--- config.mk ---
export PLATFORM = sky130hd
export DESIGN_NAME = pwm_rgb
export DESIGN_NICKNAME = d
export VERILOG_FILES = /design/src/rtl/pwm_rgb.sv
export SDC_FILE = /design/constraint.sdc
export NUM_CORES = 1
export LEC_CHECK = 0
export ABC_AREA = 1
export CAP_MARGIN = 5
export CORE_UTILIZATION = 40
export CTS_BUF_LIST = sky130_fd_sc_hd__clkbuf_4
export CTS_CLUSTER_SIZE = 12
export DETAILED_ROUTE_END_ITERATION = 16
export HOLD_SLACK_MARGIN = 0.08
export PLACE_DENSITY_LB_ADDON = 0.25
export SYNTH_ARGS = -nofsm -noshare
export SYNTH_HDL_FRONTEND = slang
export SYNTH_SLANG_ARGS = --single-unit
--- constraint.sdc ---
create_clock -name clk -period 5.3 [get_ports clk]
set_clock_uncertainty 0.05 [all_clocks]
set_input_delay 1.06 -clock clk [delete_from_list [all_inputs] [get_ports clk]]
set_output_delay 1.06 -clock clk [all_outputs]
set_load 0.01 [all_outputs]
--- src/rtl/pwm_rgb.sv ---
`default_nettype none
// ============================================================================
// Module   : pwm_rgb
// Brief    : One colour channel of a hue-wheel LED driver: a six-segment
//            gradient sequencer feeding an R-bit PWM comparator.
// Revision : 1.0 - initial release
// ============================================================================
module pwm_rgb #(
    parameter int          R           = 8,
    parameter int          GRAD_THRESH = 100,
    parameter logic [31:0] DVSR        = 32'd10
) (
    input  logic       clk,
    input  logic       rst,
    input  logic [2:0] delay,
    output logic       rainbow_out
);

    localparam int             c_gw        = (GRAD_THRESH > 1) ? $clog2(GRAD_THRESH) : 1;
    localparam logic [c_gw-1:0] c_grad_last = c_gw'(GRAD_THRESH - 1);
    localparam logic [31:0]    c_pwm_last  = DVSR - 32'd1;
    localparam logic [R-1:0]   c_step_last = {R{1'b1}};
    localparam logic [R:0]     c_duty_full = {1'b1, {R{1'b0}}};

    logic [c_gw-1:0] r_grad_div;
    logic [R-1:0]    r_step;
    logic [2:0]      r_seg;
    logic [31:0]     r_pwm_div;
    logic [R-1:0]    r_pwm_cnt;

    logic            w_grad_tick;
    logic            w_pwm_tick;
    logic [2:0]      w_delay_m;
    logic [3:0]      w_phase_raw;
    logic [2:0]      w_phase;
    logic [R:0]      w_duty;

    assign w_grad_tick = (r_grad_div == c_grad_last);
    assign w_pwm_tick  = (r_pwm_div == c_pwm_last);

    // Gradient sequencer: prescaler -> step -> segment
    always_ff @(posedge clk or posedge rst) begin
        if (rst) begin
            r_grad_div <= '0;
            r_step     <= '0;
            r_seg      <= '0;
        end else begin
            if (w_grad_tick) begin
                r_grad_div <= '0;
                r_step     <= r_step + R'(1);
                if (r_step == c_step_last) begin
                    r_seg <= (r_seg == 3'd5) ? 3'd0 : r_seg + 3'd1;
                end
            end else begin
                r_grad_div <= r_grad_div + c_gw'(1);
            end
        end
    end

    always_ff @(posedge clk or posedge rst) begin
        if (rst) begin
            r_pwm_div <= '0;
            r_pwm_cnt <= '0;
        end else begin
            if (w_pwm_tick) begin
                r_pwm_div <= '0;
                r_pwm_cnt <= r_pwm_cnt + R'(1);
            end else begin
                r_pwm_div <= r_pwm_div + 32'd1;
            end
        end
    end

    // Lag the segment by delay (mod 6) to get this channel's phase
    assign w_delay_m   = (delay >= 3'd6) ? delay - 3'd6 : delay;
    assign w_phase_raw = {1'b0, r_seg} + 4'd6 - {1'b0, w_delay_m};
    assign w_phase     = (w_phase_raw >= 4'd6) ? 3'(w_phase_raw - 4'd6) : w_phase_raw[2:0];

    always_comb begin
        w_duty = '0;
        case (w_phase)
            3'd0:    w_duty = {1'b0, r_step};
            3'd1,
            3'd2:    w_duty = c_duty_full;
            3'd3:    w_duty = {1'b0, ~r_step};
            default: w_duty = '0;
        endcase
    end

    always_ff @(posedge clk or posedge rst) begin
        if (rst) begin
            rainbow_out <= 1'b0;
        end else begin
            rainbow_out <= ({1'b0, r_pwm_cnt} < w_duty);
        end
    end

endmodule
`default_nettype wire

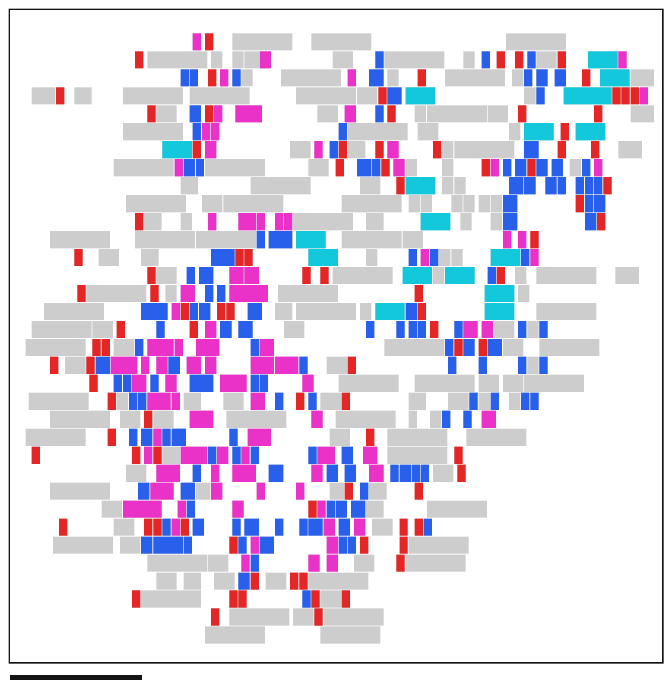
(gate-type map)
The bar under the picture is 20 um long.
Key: NAND gates = blue [cells 137, most used nand2_1]; NOR gates = magenta [cells 85, most used nor2_1]; adder and majority cells = cyan [cells 17, most used ha_1]; inverters = red [cells 94, most used inv_1, where all over the die]

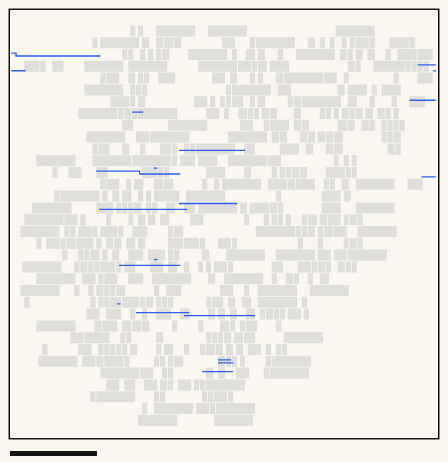
(metal 3)
The bar under the picture is 20 um long. Cells faint in the background.
The layer carries 162 um of wire. The longest straight run is 20.0 um. 14 nets have wire on it.

==> flow_summary.yaml <==
# yosys + openroad results
floorplanning:
  fp.dieArea_um2: 9730
  core_um2: 8890
  die_w_um: 98.7
  fp.dieH_um: 98.7
  num_io_pins: 6
  row_count: 34
  floorplan.initialDensity_pct: 42.0
yosys:
  post_synth_and_or_nand_nor_area_fraction_pct: 30.7
  avgSynthCellArea_um2: 7.92
  syn_area_um2: 3740
  netlist-cell-type-count: 26
  synthAdderAreaFrac_pct: 5.89
  synth.mux.area_fraction_pct: 0
  synth.yosys.seq_area_share_pct: 39.5
  syn_inst: 472
  synth.yosys.num_cells: 472
  synthTopLogicFamily: "simple AND/OR/NAND/NOR gates"
  xor_share_pct: 9.61
  yosys.stat.chipArea_um2: 3740
  synthesis.yosys.warnings: 0
  fp_nets: 494
  ys_sh_aoi_pct: 4.82
  synth_flops: 59
global_route:
  number_of_antenna_violations_at_the_first_check_in_global_routing: 0
  global_route.usage.total_pct: 17.0
  first_global_vias: 2841
  global_route.overflow_total: 0
  grt_start_max_net_pins: 60
  grt_first_pass_wirelength_um: 13100
critical_path:
  worst_setup_path_start_kind: "primary input"
  crit_path_top_delay_cell: "fa_1"
  worst_path_largest_cell_delay_ps: 480
  critical_path.cell_chain: "clkdlybuf4s50_1 > nor2_1 > ha_1 > inv_1 > ha_1 > fa_1 > inv_1 > nand2_1 > inv_1 > a21oi_1 > inv_1 > nor2_1 > o21ai_0 > ha_1 > nand2_1 > o21ai_0 > nand4_1 > nand2_1 > nor2_1"
  critPathArrivalTime_ps: 4380
  critical_path.max_fanout: 8
  r2r_setup_slack_ps: 1860
  endpoint_of_the_worst_setup_timing_path: "rainbow_out"
  critical_path.endpoint_type: "flip-flop"
  reg2regPathDepth: 18
  crit_path_start: "delay[2]"
  r2r_end: "rainbow_out"
  critical_path_rt_ps: 5560
  critPathKind: "primary input to flip-flop"
  critical-path-top-cell-by-count: "inv_1"
  rr_startpoint: "r_seg[1]"
sta:
  final_hold_viol_count: 0
  worst_slew_margin_rel_pct: 51.0
  finalSetupViolCount: 0
  transition_at_the_pin_with_the_smallest_max_transition_slack_ps: 735
  finalClockPeriodUsage_pct: 77.9
  max_freq_ghz: 0.242
  layout_min_cycle_time_ps: 4130
  drv_slew: 0
  totalNegativeSetupSlack_ps: 0
  grt_setup_unrepaired: "no"
routing:
  route.detailed.drc: 0
  drt.antenna.violating_nets: 0
  vias: 2922
  totalWireLength_um: 7350
  initialDrtViolationCount: 183
  routedWlPerCell_um: 12.2
  via_density_per_instance: 4.85
  router_iterations_before_antenna_repair: 4
pwr:
  net-switching-power_mw: 0.214
  power.density_nw_per_um2: 194
  leakagePower_nw: 2.09
  power.share.switching_pct: 27.4
  power.total_mw: 0.782
  internal_power_mw: 0.568
  pwr-share-clk_pct: 34.3
  logic_gate_share_of_total_power_pct: 7.8
  pwr-share-seq_pct: 57.9
  irDropWorstVdd_mv: 0.0979
clock_network:
  ctsHtreeMaxLevel: 3
  tritoncts.num_buffers: 9
  cts-root-to-sink-buffers: 2
  cts_resized: 0
  clock-root-buffer: "clkbuf_4"
  clk_latency_ps: 410
  cts_tree: "built"
  post-cts-setup-buffers: 0
  cts_stage_hold_buffer_count: 0
  path_clk_slew_ps: 110
  cts_sinks: 59
layout:
  fraction_of_final_layout_cells_with_drive_strength_greater_than_1_pct: 10.5
  antenna_cells_inserted: 0
  util_after_layout_pct: 45.5
  syn2layout_area_growth_pct: 8.17
  lay_top_cells: "89 x inv_1, 86 x nand2_1, 59 x dfrtp_1"
  final_cell_area_um2: 4040
  layout.nets: 511
  lay_top_count: "inv_1"
placement:
  postPlaceCellArea_um2: 3930
  place_hpwl_um: 5690
  gp_congestion: 0.958
  portBuffers: 5
run:
  maxCapViolCount: 0
  tool_warnings: 27
worst_hold_path:
  min_to: "r_grad_div[0]"
  type_of_the_most_critical_hold_path: "flip-flop to flip-flop"
  timing.hold.worst_path_depth: 1
  hold_path.startpoint: "r_grad_div[0]"
run_status:
  run_status: "finished, final reports clean"
## metal layers
metal | wire (um) | GRT usage [%]
met1 | 3810 | 23.5
met2 | 3290 | 26.4
met3 | 162 | 3.69
met4 | 91 | 5.74
met5 | 0 | 0
## worst max-delay path, delay by kind of cell
family	cells	cell delay, ps
AOI/OAI and AO/OA	3	580
adders and majority gates	4	1240
buffers and inverters	5	770
and+or+nand+nor	7	720
## power by group through the flow
stage / clock [mW] / combinational, mW / sequential (mW)
6_report: 0.269 / 0.0612 / 0.453
5_1_grt: 0.305 / 0.0715 / 0.453
4_1_cts: 0.283 / 0.0629 / 0.453
3_5_place_dp: 0 / 0.0625 / 0.462
3_3_place_gp: 0 / 0.0593 / 0.462
2_1_floorplan: 0 / 0.0411 / 0.463
## through the flow
step                hold slack [ps]  cells  setup WS [ps]
CTS                             413    602           1190
finish                          411    602           1170
global placement                394    586            925
floorplan                       383    472           1580
detailed placement              399    586            759
global route                    441    602            860
## cell type report
cell class	count	area, um2
Fill cell	897	4850
Multi-Input combinational cell	319	1910
Sequential cell	59	1480
Inverter	94	353
Tap cell	108	135
Clock buffer	9	67.6
Timing Repair Buffer	6	57.6
Clock inverter	7	45.0
## Yosys cell counts, drive strengths merged
library cell   n  area [um2]
a21oi          8        40.0
and3           2        12.5
dfrtp         59        1480
fa             1        20.0
ha            16         200
inv           94         353
nand2         91         359
nand3         30         165
nand4         16         106
nor2          46         225
nor3          32         228
nor3b          2        15.0
nor4           5        31.3
o21ai         28         140
or2            1        6.26
xnor2          4        35.0
xor2          37         324
## flip-flops by register name (all words and copies together), names as in the netlist
signal,flops
r_pwm_div,32
r_pwm_cnt,8
r_step,8
r_grad_div,7
r_seg,3
rainbow_out,1
Power and IR drop assume default switching activity.
